`src/rtl/tomasulo_pkg.sv`:
```
// Shared Tomasulo-core constants: result/tag widths, CDB layout and the
// functional-unit indices used on the common data bus request vector.
package tomasulo_pkg;

  localparam int unsigned TAG_W  = 8;
  localparam int unsigned DATA_W = 32;
  localparam int unsigned CDB_W  = 1 + TAG_W + DATA_W;

  // Tag value meaning "no producer"; never legal on a broadcast.
  localparam logic [TAG_W-1:0] NO_TAG = '0;

  // Requester slots on the CDB arbiter.
  typedef enum logic [1:0] {
    FU_ALU = 2'd0,
    FU_MUL = 2'd1,
    FU_DIV = 2'd2,
    FU_LS  = 2'd3
  } fu_idx_e;

  // Bit positions inside the registered CDB word.
  localparam int unsigned CDB_VALID  = TAG_W + DATA_W;
  localparam int unsigned CDB_TAG_HI = TAG_W + DATA_W - 1;
  localparam int unsigned CDB_TAG_LO = DATA_W;

endpackage

```
`src/rtl/rr_priority_pick.sv`:
```
// Round-robin pick: scans req starting at index ptr, wrapping modulo N_REQ,
// and returns the first requester found. Purely combinational.
//   req    : request vector, bit i = requester i
//   ptr    : highest-priority index this cycle
//   grant  : one-hot winner (all zero when req is zero)
//   winner : binary index of the winner (0 when none)
//   found  : at least one request present
module rr_priority_pick #(
  parameter int unsigned N_REQ = 4,
  parameter int unsigned IDX_W = 2
) (
  input  logic [N_REQ-1:0] req,
  input  logic [IDX_W-1:0] ptr,
  output logic [N_REQ-1:0] grant,
  output logic [IDX_W-1:0] winner,
  output logic             found
);

  always_comb begin
    int unsigned idx;
    grant  = '0;
    winner = '0;
    found  = 1'b0;
    idx    = 0;
    for (int unsigned off = 0; off < N_REQ; off++) begin
      idx = 32'(ptr) + off;
      if (idx >= N_REQ) idx = idx - N_REQ;
      if (!found && req[IDX_W'(idx)]) begin
        found              = 1'b1;
        winner             = IDX_W'(idx);
        grant[IDX_W'(idx)] = 1'b1;
      end
    end
  end

endmodule

```
`src/rtl/cdb_rr_arbiter.sv`:
```
// Common data bus arbiter. Functional units present tagged results with a
// request; one is accepted per cycle in round-robin order and broadcast on
// the registered CDB one cycle later.
//   clk       : core clock, posedge
//   rst       : asynchronous active-low reset
//   req       : per-FU request (0=ALU, 1=mul, 2=div, 3=ls)
//   req_data  : flattened results, slice i = {tag, value}, slice 0 in LSBs
//   grant     : one-hot combinational accept, consumed at the posedge
//   cdb       : registered {valid, tag, value}
//   bcast_cnt : number of valid broadcasts, wraps silently
//   tag0_err  : sticky, a granted request carried tag 0
module cdb_rr_arbiter #(
  parameter int unsigned N_REQ  = 4,
  parameter int unsigned TAG_W  = tomasulo_pkg::TAG_W,
  parameter int unsigned DATA_W = tomasulo_pkg::DATA_W
) (
  input  logic                          clk,
  input  logic                          rst,
  input  logic [N_REQ-1:0]              req,
  input  logic [N_REQ*(TAG_W+DATA_W)-1:0] req_data,
  output logic [N_REQ-1:0]              grant,
  output logic [TAG_W+DATA_W:0]         cdb,
  output logic [15:0]                   bcast_cnt,
  output logic                          tag0_err
);

  import tomasulo_pkg::*;

  localparam int unsigned SLICE_W = TAG_W + DATA_W;
  localparam int unsigned IDX_W   = (N_REQ > 1) ? $clog2(N_REQ) : 1;

  logic [IDX_W-1:0]   ptr;
  logic [N_REQ-1:0]   pick_grant;
  logic [IDX_W-1:0]   pick_winner;
  logic               pick_found;
  logic [SLICE_W-1:0] win_slice;
  logic [TAG_W-1:0]   win_tag;
  logic [IDX_W-1:0]   ptr_next;

  rr_priority_pick #(
    .N_REQ (N_REQ),
    .IDX_W (IDX_W)
  ) u_pick (
    .req    (req),
    .ptr    (ptr),
    .grant  (pick_grant),
    .winner (pick_winner),
    .found  (pick_found)
  );

  // Grant is masked during reset so no FU believes its result was consumed.
  assign grant = rst ? pick_grant : '0;

  always_comb begin
    win_slice = '0;
    for (int unsigned i = 0; i < N_REQ; i++) begin
      if (pick_grant[i]) win_slice = req_data[i*SLICE_W +: SLICE_W];
    end
  end

  assign win_tag  = win_slice[SLICE_W-1:DATA_W];
  assign ptr_next = (32'(pick_winner) == N_REQ - 1) ? '0 : pick_winner + 1'b1;

  // A tag-0 request is still accepted (so the FU drains) but never broadcast.
  always_ff @(posedge clk or negedge rst) begin
    if (!rst) begin
      ptr       <= '0;
      cdb       <= '0;
      bcast_cnt <= '0;
      tag0_err  <= 1'b0;
    end else if (pick_found) begin
      ptr <= ptr_next;
      if (win_tag != TAG_W'(NO_TAG)) begin
        cdb       <= {1'b1, win_slice};
        bcast_cnt <= bcast_cnt + 16'd1;
      end else begin
        cdb      <= '0;
        tag0_err <= 1'b1;
      end
    end else begin
      cdb <= '0;
    end
  end

endmodule

```
`config.mk`:
```
export PLATFORM = sky130hd
export DESIGN_NAME = cdb_rr_arbiter
export DESIGN_NICKNAME = d
export VERILOG_FILES = /design/src/rtl/tomasulo_pkg.sv /design/src/rtl/rr_priority_pick.sv /design/src/rtl/cdb_rr_arbiter.sv
export SDC_FILE = /design/constraint.sdc
export NUM_CORES = 1
export LEC_CHECK = 0
export CORE_MARGIN = 4
export CORE_UTILIZATION = 40
export CTS_BUF_LIST = sky130_fd_sc_hd__clkbuf_8
export DETAILED_ROUTE_END_ITERATION = 8
export GPL_ROUTABILITY_DRIVEN = 0
export PLACE_DENSITY = 0.82
export REMOVE_ABC_BUFFERS = 1
export SYNTH_ARGS = -nofsm -noshare
export SYNTH_HDL_FRONTEND = slang
export SYNTH_SLANG_ARGS = --single-unit
```
`constraint.sdc`:
```
create_clock -name clk -period 13.8 [get_ports clk]
set_clock_uncertainty 0.1 [all_clocks]
set_input_delay 2.07 -clock clk [delete_from_list [all_inputs] [get_ports clk]]
set_output_delay 2.07 -clock clk [all_outputs]
set_load 0.02 [all_outputs]
```
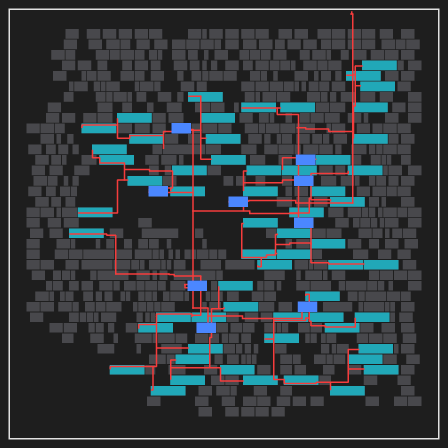
*Routed clock nets over the placement, run 1*
- flip-flops: cyan (count 60)
- clock-net drivers: blue (count 9)
- clock wires: red (length 823 µm)
- routed clock nets: 10

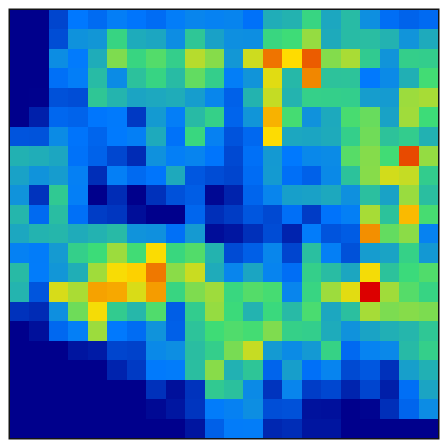
*Signal metal coverage by tile, run 1*
22 x 22 tiles, from dark blue (low) to red (high), scaled to the fullest tile. Values are wire area over tile area, all layers added.
- tiles over half the peak: 18%
- mean over tiles: 0.19
- nearly empty tiles: 12%
- fullest tile: 0.60
- emptiest ninth of the die: south-west

==> flow_summary.ini, run 1 <==
; yosys + openroad results
[status]
outcome = finished clean

[logic_synthesis]
top_logic_kind = AND-OR/OR-AND gates
top_area_share_pct = 35.5
common_cells = dfrtp_1, nor2_1, a211oi_1
simple_gate_share_pct = 20.8
netlist_top_cells_area = dfrtp_1, nor2_4, a211oi_1
synth-edff-count = 0
yosys.area_share.aoi_pct = 26.8
yosys_cells = 445
fa_ha_area_share_pct = 2.36
async_reset_ff_share_pct = 100

[setup_path]
r2r_cells = 12
crit_path_end_kind = output port
cp.required_ps = 11630

[power_and_ir_drop]
p_leak_nw = 2.56

[grt]
antenna_found_initial = 0
grt_pass1_vias = 4216

[cts]
h-tree-depth = 3
postCtsSetupRepairBufs = 0

[placed_design]
io_buffer_count = 227
place_area_um2 = 6460

[floorplanning]
io-pin-count = 228
initCoreUtil_pct = 41.0

[flow_run]
warning_count = 32
maxCapViolCount = 0

[final_timing]
setup_viol = 0
timing.setup.tns_ps = 0

[final_layout]
final_cell_mix = clkdlybuf4s50_1, dfrtp_1, nor2_1

[route]
wl_per_cell_um = 18.8
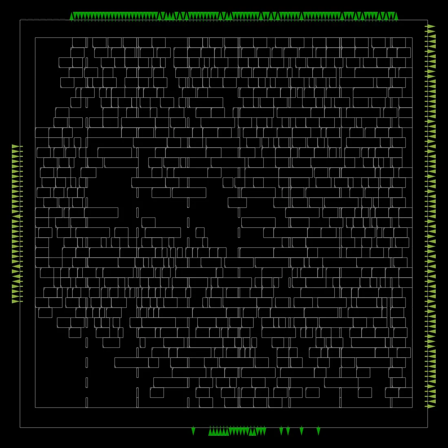
*Cell outlines without signal wires, run 1*
Non-Filler Instances: 788
FP Rows: 37
Fill cells: 848
Core ar.: 10300 µm²
registers: 60

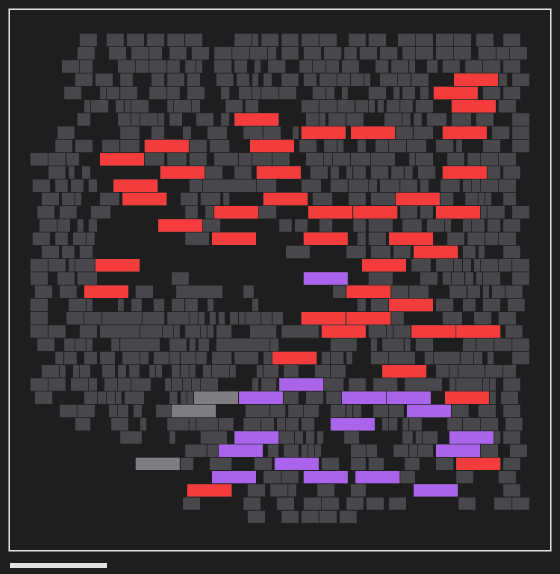
*Sequential cells grouped by signal name, run 1*
Bar = 20 µm.
- bcast_cnt: purple (sequential cells 16)
- cdb: red (sequential cells 41)
- not coloured: 3

-- run 1: power breakdown --
part	switching, mW	internal [mW]	leakage [nW]
Combinational	0.793	0.555	1.75
Clock	0.0725	0.106	0.105
Sequential	0.0618	0.273	0.706
Total	0.927	0.934	2.56
-- run 1: final cells by class --
type	instances	area [µm²]	share of cell area, %
multi-input combinational	329	2420	36.3
clock buffer	10	138	2.06
timing repair buffer	232	2300	34.5
tap	136	170	2.55
sequential	60	1500	22.5
inverter	15	58.8	0.880
clock inverter	6	87.6	1.31
-- run 1: per-layer routing --
| metal | wire length (µm) | part of all wire, % | track usage (%) | vias up |
|---|---|---|---|---|
| li1 | - | - | - | 2019 |
| met1 | 5920 | 40 | 28.8 | 2053 |
| met2 | 7550 | 51 | 40.8 | 211 |
| met3 | 1120 | 7.6 | 4.86 | 15 |
| met4 | 191 | 1.3 | 5.01 | 0 |
| met5 | 0 | 0 | 0 | - |
-- run 1: worst min path at each step --
stage | from | to | slack [ps] | depth (start not counted)
after floorplan | bcast_cnt[15] | bcast_cnt[15] | 480 | 1
after global placement | bcast_cnt[15] | bcast_cnt[15] | 360 | 1
after detailed placement | bcast_cnt[15] | bcast_cnt[15] | 370 | 1
after CTS | bcast_cnt[15] | bcast_cnt[15] | 380 | 1
after global routing | bcast_cnt[15] | bcast_cnt[15] | 380 | 1
final | bcast_cnt[15] | bcast_cnt[15] | 370 | 1
-- run 1: state kept, by name, indices dropped and copies added, names as in the netlist, named ones only --
name	cells
cdb	41
bcast_cnt	16
ptr	1
tag0_err	1
-- run 1: critical path, stage by stage --
cell and delay [ps]:
clkdlybuf4s50_1 590, mux4_2 610, nor2b_1 170, o21ai_1 150
a22o_2 660, buf_4 520, and2_1 190, clkdlybuf4s50_1 600
==> run 2, diff against run 1 <==
- CORE_UTILIZATION: 40 -> 37
- PLACE_DENSITY: 0.82 -> 0.8
- clock period: 13.8 -> 6.25 ns (I/O delays scaled with it)
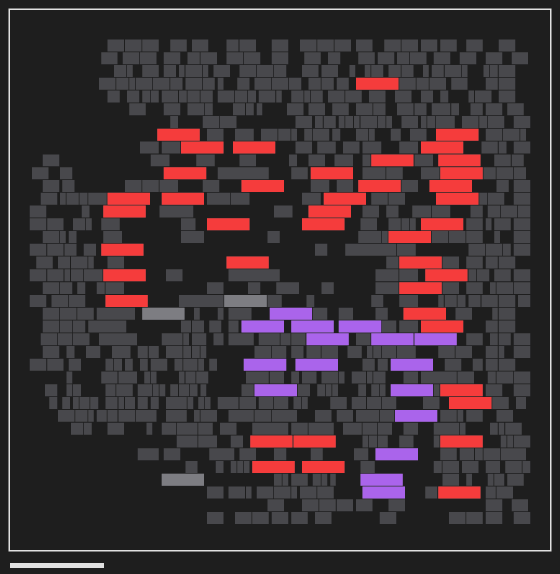
*Sequential cells grouped by signal name, run 2*
Bar = 20 µm.
- cdb: red (sequential cells 41)
- bcast_cnt: purple (sequential cells 16)
- not coloured: 3

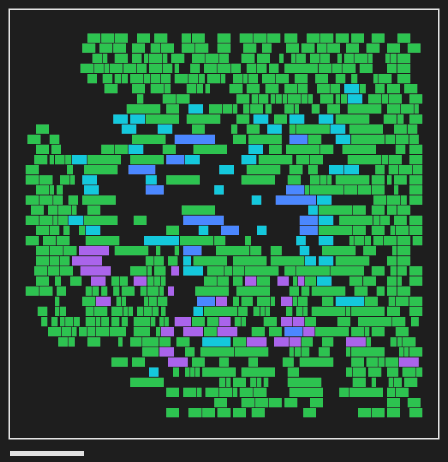
*Cell sizes after repair, run 2*
Bar = 20 µm.
- x3 and x4: cyan (cells 46; share 7.0%)
- x6 and larger: blue (cells 14; share 2.1%)
- x1 and smaller: green (cells 568; share 87%)
- x2: purple (cells 28; share 4.3%)

==> flow_summary.ini, run 2 <==
; yosys + openroad results
[logic_synthesis]
top_area_share_pct = 35.5
synth-edff-count = 0
netlist_top_cells_area = dfrtp_1, nor2_4, a211oi_1
common_cells = dfrtp_1, nor2_1, a211oi_1

[setup_path]
crit_path_end_kind = flop
cp.required_ps = 6360

[final_layout]
final_cell_mix = clkdlybuf4s50_1, dfrtp_1, nor2_1
final_cells = 796
register_area_um2 = 1500
top_regs = cdb x41, bcast_cnt x16
largest-register = cdb

[power_and_ir_drop]
switching_share_pct = 49.2
comb_power_share_pct = 72.6
seq_power_share_pct = 17.1
switchingPower_mw = 2.06

[status]
outcome = finished clean

[final_timing]
timing.setup.tns_ps = 0
setup_viol = 0

[flow_run]
warning_count = 31

[floorplanning]
initCoreUtil_pct = 38.4
num_rows = 38

[placed_design]
io_buffer_count = 227
-- run 2: per-layer routing --
layer	global-route usage [%]	up-vias	wire [µm]
met5	0	-	0
met4	7.04	0	344
met3	4.11	22	984
met2	36.5	158	7310
met1	25.0	2022	5600
li1	-	2029	-
-- run 2: cell type report --
type,count,area share (%)
Inverter,15,0.870
Clock inverter,6,1.65
Clock buffer,10,2.04
Tap cell,140,2.59
Sequential cell,60,22.2
Timing Repair Buffer,236,34.7
Multi-Input combinational cell,329,35.9
-- run 2: critical path: stages --
cell and delay, ps:
clkdlybuf4s50_1 580, mux4_2 620, nor3b_1 180, o31a_1 320
or2_2 480, a221oi_2 380, o31ai_2 130, nor4_4 890
and2_4 580, buf_12 300, nor2_1 80
-- run 2: path summary, 6_finish.rpt --
path / start / endpoint / slack, ps / cells after the start
worst max-delay path: req[0] / cdb[1] / 840 / 11
worst min-delay path: bcast_cnt[14] / bcast_cnt[14] / 390 / 1
worst max register to register: flop / cdb[1] / 940 / 13
worst min register to register: bcast_cnt[14] / bcast_cnt[14] / 390 / 1
max in group asynchronous: rst / cdb[9] / 4710 / 2
min in group asynchronous: rst / cdb[4] / 420 / 1
-- run 2: power by group through the flow --
stage	clock, mW	combinational (mW)	sequential [mW]
after floorplan	0	1.83	0.944
after global placement	0	2.98	0.717
after detailed placement	0	3.06	0.726
after CTS	0.442	3.07	0.720
after global routing	0.459	3.31	0.743
final	0.431	3.04	0.718
-- run 2: cells by family after synthesis --
kind of cell	Yosys count	synth area share, %
AOI/OAI and AO/OA	154	26.8
and+or+nand+nor	139	20.8
DFF	60	35.5
buffers and inverters	56	7.30
xor gates and xnor gates	16	3.31
muxes	12	3.90
adders and majority gates	8	2.36
==> run 3, diff against run 2 <==
- CORE_MARGIN: 4 -> 1.5
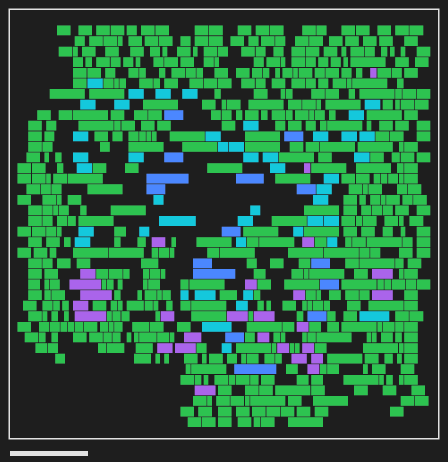
*Cell sizes after repair, run 3*
Bar = 20 µm.
- x2: purple (cells 27; share 4.1%)
- x1 and smaller: green (cells 570; share 87%)
- x3 and x4: cyan (cells 45; share 6.8%)
- x6 and larger: blue (cells 15; share 2.3%)

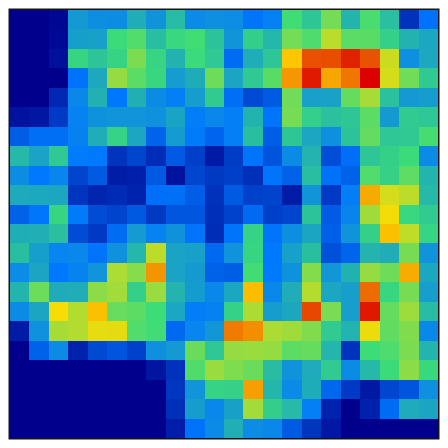
*Signal metal coverage by tile, run 3*
22 x 22 tiles, from dark blue (low) to red (high), scaled to the fullest tile. Values are wire area over tile area, all layers added.
- tiles over half the peak: 21%
- mean over tiles: 0.20
- densest ninth of the die: north-east
- nearly empty tiles: 11%
- fullest tile: 0.57

==> flow_summary.ini, run 3 <==
; yosys + openroad results
[status]
outcome = finished clean

[floorplanning]
num_rows = 38
coreArea_um2 = 11000
io-pin-count = 228

[worst_hold_path]
hold_depth = 1
worstHoldEndpoint = tag0_err
min_from = tag0_err

[route]
wl_met1_mm = 5.49
dr_wl_met3_mm = 1.23

[final_layout]
final_cells = 797
largest-register = cdb
top_regs = cdb x41, bcast_cnt x16

[setup_path]
crit_path_end_kind = output port
slowest_delay_ps = 640

[logic_synthesis]
common_cells = dfrtp_1, nor2_1, a211oi_1
synth-edff-count = 0
top_area_share_pct = 35.5

[grt]
gr-usage-met1_pct = 25.5
met2_usage_pct = 41.1
grt.busiest_layer = met2
grt_pass1_vias = 4283

[final_timing]
timing.setup.tns_ps = 0
setup_viol = 0

[cts]
postCtsSetupRepairBufs = 0

[power_and_ir_drop]
p_leak_nw = 2.61

[placed_design]
place_area_um2 = 6520
run 3: area by class of cell:
type	count	area, µm²
Fill cell	976	4220
Timing Repair Buffer	237	2350
Multi-Input combinational cell	329	2420
Clock inverter	5	98.8
Inverter	15	58.8
Clock buffer	11	151
Sequential cell	60	1500
Tap cell	140	175
run 3: worst max-delay path, delay by kind of cell, from the launching register on:
| kind | cells | cell delay (ps) |
|---|---|---|
| AND-OR/OR-AND | 1 | 250 |
| adder cells (fa/ha/maj) | 1 | 570 |
| buffers and inverters | 4 | 1460 |
| flip-flops | 1 | 330 |
| multiplexers | 1 | 640 |
| AND/OR/NAND/NOR | 3 | 990 |
run 3: kinds of logic after synthesis:
| logic type | count (synthesis) | synth area share, % |
|---|---|---|
| xor gates and xnor gates | 16 | 3.31 |
| muxes | 12 | 3.90 |
| AOI/OAI and AO/OA | 154 | 26.8 |
| and+or+nand+nor | 139 | 20.8 |
| DFF | 60 | 35.5 |
| adders and majority gates | 8 | 2.36 |
| buffers and inverters | 56 | 7.30 |
run 3: worst max path at each step:
stage                 from      endpoint  slack [ps]
floorplan             flop  bcast_cnt[1]         -70
global placement    req[0]      grant[1]        1000
detailed placement  req[2]      grant[1]         890
CTS                   flop      grant[1]         660
global route          flop      grant[1]         450
finish                flop      grant[1]         630
run 3: stage by stage:
| step | hold WS [ps] | total power [mW] | utilization [%] |
|---|---|---|---|
| floorplan | 478 | 2.77 | - |
| global placement | 371 | 3.69 | 59.3 |
| detailed placement | 367 | 3.79 | 59.3 |
| CTS | 390 | 4.25 | 61.6 |
| global route | 400 | 4.52 | 61.6 |
| finish | 387 | 4.22 | 61.6 |
run 3: power by group:
part           internal (mW)  total (mW)  switching [mW]
logic                   1.26        3.06            1.80
clock network          0.285       0.439           0.154
registers              0.602       0.724           0.122
Power is estimated from default activity; no workload was simulated.
